==> src/rtl/cache_pkg.sv <==
// Shared types and default sizes for the cache refill controller.
package cache_pkg;

  localparam int unsigned TAG_W_DEF   = 36;
  localparam int unsigned INDEX_W_DEF = 8;
  localparam int unsigned WORDS_DEF   = 4;
  localparam int unsigned DATA_W_DEF  = 32;

  localparam int unsigned NUM_WAYS = 4;
  localparam int unsigned WAY_W    = 2;

  typedef logic [WAY_W-1:0] way_t;

  typedef enum logic [1:0] {
    ST_IDLE   = 2'd0,
    ST_REQ    = 2'd1,
    ST_FILL   = 2'd2,
    ST_COMMIT = 2'd3
  } state_t;

endpackage

==> src/rtl/victim_select.sv <==
// Victim way choice: lowest invalid way, else the round-robin pointer.
module victim_select
  import cache_pkg::*;
(
  input  logic [NUM_WAYS-1:0] i_valid_bits,
  input  way_t                i_rr_ptr,
  output way_t                o_way,
  output logic                o_from_rr
);

  // Scan from the top down so the lowest-numbered invalid way wins.
  always_comb begin
    o_way     = i_rr_ptr;
    o_from_rr = 1'b1;
    for (int i = NUM_WAYS - 1; i >= 0; i--) begin
      if (!i_valid_bits[i]) begin
        o_way     = way_t'(i);
        o_from_rr = 1'b0;
      end
    end
  end

endmodule

==> src/rtl/cache_refill_ctrl.sv <==
// Cache miss refill controller: requests a block from memory, streams the
// returned words into the data array, then writes the tag of the victim way.
module cache_refill_ctrl
  import cache_pkg::*;
#(
  parameter int unsigned TAG_W   = TAG_W_DEF,
  parameter int unsigned INDEX_W = INDEX_W_DEF,
  parameter int unsigned WORDS   = WORDS_DEF,
  parameter int unsigned DATA_W  = DATA_W_DEF
) (
  input  logic                       clk,
  input  logic                       reset,
  input  logic                       req_valid,
  input  logic [TAG_W-1:0]           req_tag,
  input  logic [INDEX_W-1:0]         req_index,
  input  logic                       hit,
  input  logic [NUM_WAYS-1:0]        valid_bits,
  output logic                       stall,
  output logic                       mem_req,
  output logic [TAG_W+INDEX_W-1:0]   mem_addr,
  input  logic                       mem_ack,
  input  logic                       mem_rvalid,
  input  logic [DATA_W-1:0]          mem_rdata,
  output logic                       data_we,
  output way_t                       data_way,
  output logic [$clog2(WORDS)-1:0]   data_word,
  output logic [DATA_W-1:0]          data_wdata,
  output logic                       tag_we,
  output way_t                       tag_way,
  output logic [INDEX_W-1:0]         tag_index,
  output logic [TAG_W-1:0]           tag_wdata
);

  localparam int unsigned WORD_W = $clog2(WORDS);

  state_t              r_state;
  state_t              w_state_nxt;
  logic [TAG_W-1:0]    r_tag;
  logic [INDEX_W-1:0]  r_index;
  way_t                r_victim;
  logic                r_victim_rr;
  way_t                r_rr_ptr;
  logic [WORD_W-1:0]   r_beat;

  way_t                w_sel_way;
  logic                w_sel_from_rr;
  logic                w_miss;
  logic                w_last_beat;

  victim_select u_victim_select (
    .i_valid_bits (valid_bits),
    .i_rr_ptr     (r_rr_ptr),
    .o_way        (w_sel_way),
    .o_from_rr    (w_sel_from_rr)
  );

  assign w_miss      = req_valid && !hit;
  assign w_last_beat = (r_beat == WORD_W'(WORDS - 1));

  // State register.
  always_ff @(posedge clk or posedge reset) begin
    if (reset) begin
      r_state <= ST_IDLE;
    end else begin
      r_state <= w_state_nxt;
    end
  end

  // Next state and per-state strobes.
  always_comb begin
    w_state_nxt = r_state;
    stall       = 1'b0;
    mem_req     = 1'b0;
    data_we     = 1'b0;
    tag_we      = 1'b0;
    case (r_state)
      ST_IDLE: begin
        if (w_miss && !reset) begin
          stall       = 1'b1;
          w_state_nxt = ST_REQ;
        end
      end
      ST_REQ: begin
        stall   = 1'b1;
        mem_req = 1'b1;
        if (mem_ack) begin
          w_state_nxt = ST_FILL;
        end
      end
      ST_FILL: begin
        stall = 1'b1;
        if (mem_rvalid) begin
          data_we = 1'b1;
          if (w_last_beat) begin
            w_state_nxt = ST_COMMIT;
          end
        end
      end
      ST_COMMIT: begin
        stall       = 1'b1;
        tag_we      = 1'b1;
        w_state_nxt = ST_IDLE;
      end
      default: begin
        w_state_nxt = ST_IDLE;
      end
    endcase
  end

  // Miss context, beat counter and replacement pointer.
  always_ff @(posedge clk or posedge reset) begin
    if (reset) begin
      r_tag       <= '0;
      r_index     <= '0;
      r_victim    <= '0;
      r_victim_rr <= 1'b0;
      r_rr_ptr    <= '0;
      r_beat      <= '0;
    end else begin
      case (r_state)
        ST_IDLE: begin
          if (w_miss) begin
            r_tag       <= req_tag;
            r_index     <= req_index;
            r_victim    <= w_sel_way;
            r_victim_rr <= w_sel_from_rr;
          end
        end
        ST_REQ: begin
          if (mem_ack) begin
            r_beat <= '0;
          end
        end
        ST_FILL: begin
          if (mem_rvalid) begin
            r_beat <= r_beat + WORD_W'(1);
          end
        end
        ST_COMMIT: begin
          if (r_victim_rr) begin
            r_rr_ptr <= r_rr_ptr + way_t'(1);
          end
        end
        default: begin
          r_beat <= '0;
        end
      endcase
    end
  end

  assign mem_addr   = {r_tag, r_index};
  assign data_way   = r_victim;
  assign data_word  = r_beat;
  assign data_wdata = mem_rdata;
  assign tag_way    = r_victim;
  assign tag_index  = r_index;
  assign tag_wdata  = r_tag;

endmodule
==> config.mk <==
export PLATFORM = sky130hd
export DESIGN_NAME = cache_refill_ctrl
export DESIGN_NICKNAME = d
export VERILOG_FILES = /design/src/rtl/cache_pkg.sv /design/src/rtl/victim_select.sv /design/src/rtl/cache_refill_ctrl.sv
export SDC_FILE = /design/constraint.sdc
export NUM_CORES = 1
export LEC_CHECK = 0
export ABC_AREA = 1
export CORE_MARGIN = 2
export CORE_UTILIZATION = 34
export DETAILED_ROUTE_END_ITERATION = 8
export GPL_TIMING_DRIVEN = 1
export PLACE_DENSITY_LB_ADDON = 0.2
export SYNTH_ARGS = -nofsm -noshare
export SYNTH_HDL_FRONTEND = slang
export SYNTH_SLANG_ARGS = --single-unit
==> constraint.sdc <==
create_clock -name clk -period 5.1 [get_ports clk]
set_input_delay 1.53 -clock clk [delete_from_list [all_inputs] [get_ports clk]]
set_output_delay 1.53 -clock clk [all_outputs]
set_load 0.01 [all_outputs]
Fig. 1: routed clock nets over the placement
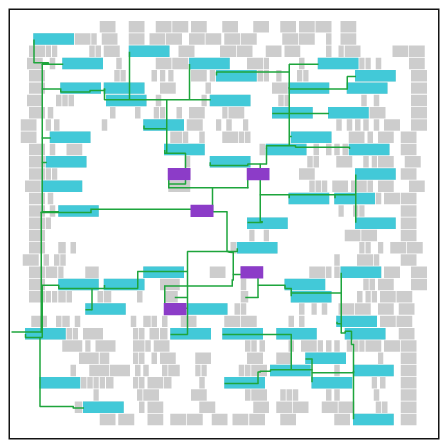
[flip-flops] cyan | count: 53
[clock wires] green | length: 692 um
[cells driving clock nets] purple | count: 5
flops lie	spread over the die
Skew-Pair Late Insertion Delay: 0.30 ns
reported clock group power: 0.000251 W
worst clock skew on the final layout: 0.00829 ns
Clock Power Share: 10.9%

==> summary.txt <==
Notes on the physical implementation.

- In this design, the largest share of critical-path delay is due to buffers and inverters.
- The layout summary lists the proportion of cells stronger than drive strength 1 as ~3.7%.
- Of all the cell area in the finished design, non-clock buffers hold about two fifths.
- The number of cells on the worst reg-to-reg path is 7.
- For the worst reg-to-reg path, the startpoint reported by OpenROAD is r_state[0].
- The number of clock buffer instances in the layout is 6, for reference.
- The flow ran to the end, and the final reports show no timing, DRC or antenna violations.
- The wire length of the first global-routing pass is roughly 10 mm, for reference.
- The upper clock frequency limit is around 230 MHz, for reference.
- The mux cell area share after synthesis is 0%, for reference.
- The post-synth area from yosys stat is roughly 2800 um^2, for reference.
- Ranked by total cell area, the synthesized netlist is headed by sky130_fd_sc_hd__dfrtp_1 47%, sky130_fd_sc_hd__buf_4 22%, sky130_fd_sc_hd__nand2_1 20%.
- The number of flip-flops in the largest register is 36, for reference.
- The fraction of registers with async set or reset after synthesis is 100%, for reference.
- The most critical min-delay path falls under register to register.
- The final worst hold slack is ~0.48 ns, for reference.
- Global routing consumed, on the met1 layer, 16.6% of the routing resources.
- Per the cell usage report, the commonest logic cell in the layout is sky130_fd_sc_hd__nand2_1.
- Detailed routing placed a total of 613 um of wire on met3.
- The violation count after the first detailed-routing iteration is between 70 and 80, for reference.
- The number of levels in the clock H-tree is 2, for reference.
- Total global-route track usage over all layers is 14.3%.
- The startpoint type of the worst setup path is a primary input, for reference.
- The post-CTS setup repair buffer count is 0, for reference.
- In the power breakdown, the biggest contributor is combinational logic.
- The overall die height is approximately 95 um, for reference.
- The detail route stage leaves a number of antenna-violating nets equal to 0.
- Per the final report, the share of cell area in clock cells is around 2.5%.
- The count of state elements after synthesis is 53, for reference.
- The die area is 8990 um^2, for reference.
- Post-synth the commonest register cell is sky130_fd_sc_hd__dfrtp_1.
- The worst slew margin relative to its limit is 52.1%, for reference.
- The weighted congestion reported at the end of routability-driven placement is between 0.7 and 0.8, for reference.
- The worst setup path endpoint is stall, for reference.
- Post-CTS repair ended up resizing 0 cells.
- Setup repair after global routing left no endpoint under its margin.
- Per the synthesis report, the adder-cell share of the synthesized area is ~3.1%.
- For hold timing, the worst endpoint is r_rr_ptr[1].
- The top logic cell family in the synthesized netlist is buffers and inverters, for reference.
- The count of buffers from port buffering is ~150, for reference.
- On the critical path the data arrives at 2.78 ns.
- The met2 wire length is about 3.2 mm, for reference.
- The die boundary width is around 95 um, for reference.
- The clock tree from TritonCTS is built, for reference.
- The synthesized netlist devotes approximately 23% of its cell area to simple gates.
- The clock tree buffer depth is 2, for reference.
- The max-cap check violation count is 0, for reference.
- The tool warning count for the run is 31.
- The overall power consumption is between 0.002 and 0.0025 W, for reference.
- The number of nets in the final layout is 499, for reference.
- The peak-usage layer in the global routing report is met2, for reference.
- The most frequently used library cell after synthesis is sky130_fd_sc_hd__nand2_1.
Fig. 2: routed metal, one colour a layer
The bar under the picture is 20 um long.
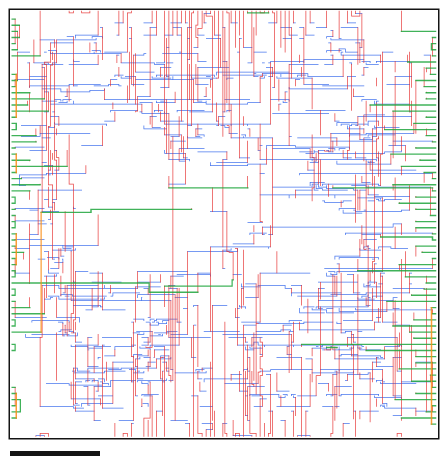
layer	colour	wire length
met4	orange	78.2 um
met3	green	613 um
met1	blue	2640 um
met2	red	3170 um

Power figures rest on the tool's default switching activity, not on a simulated workload.
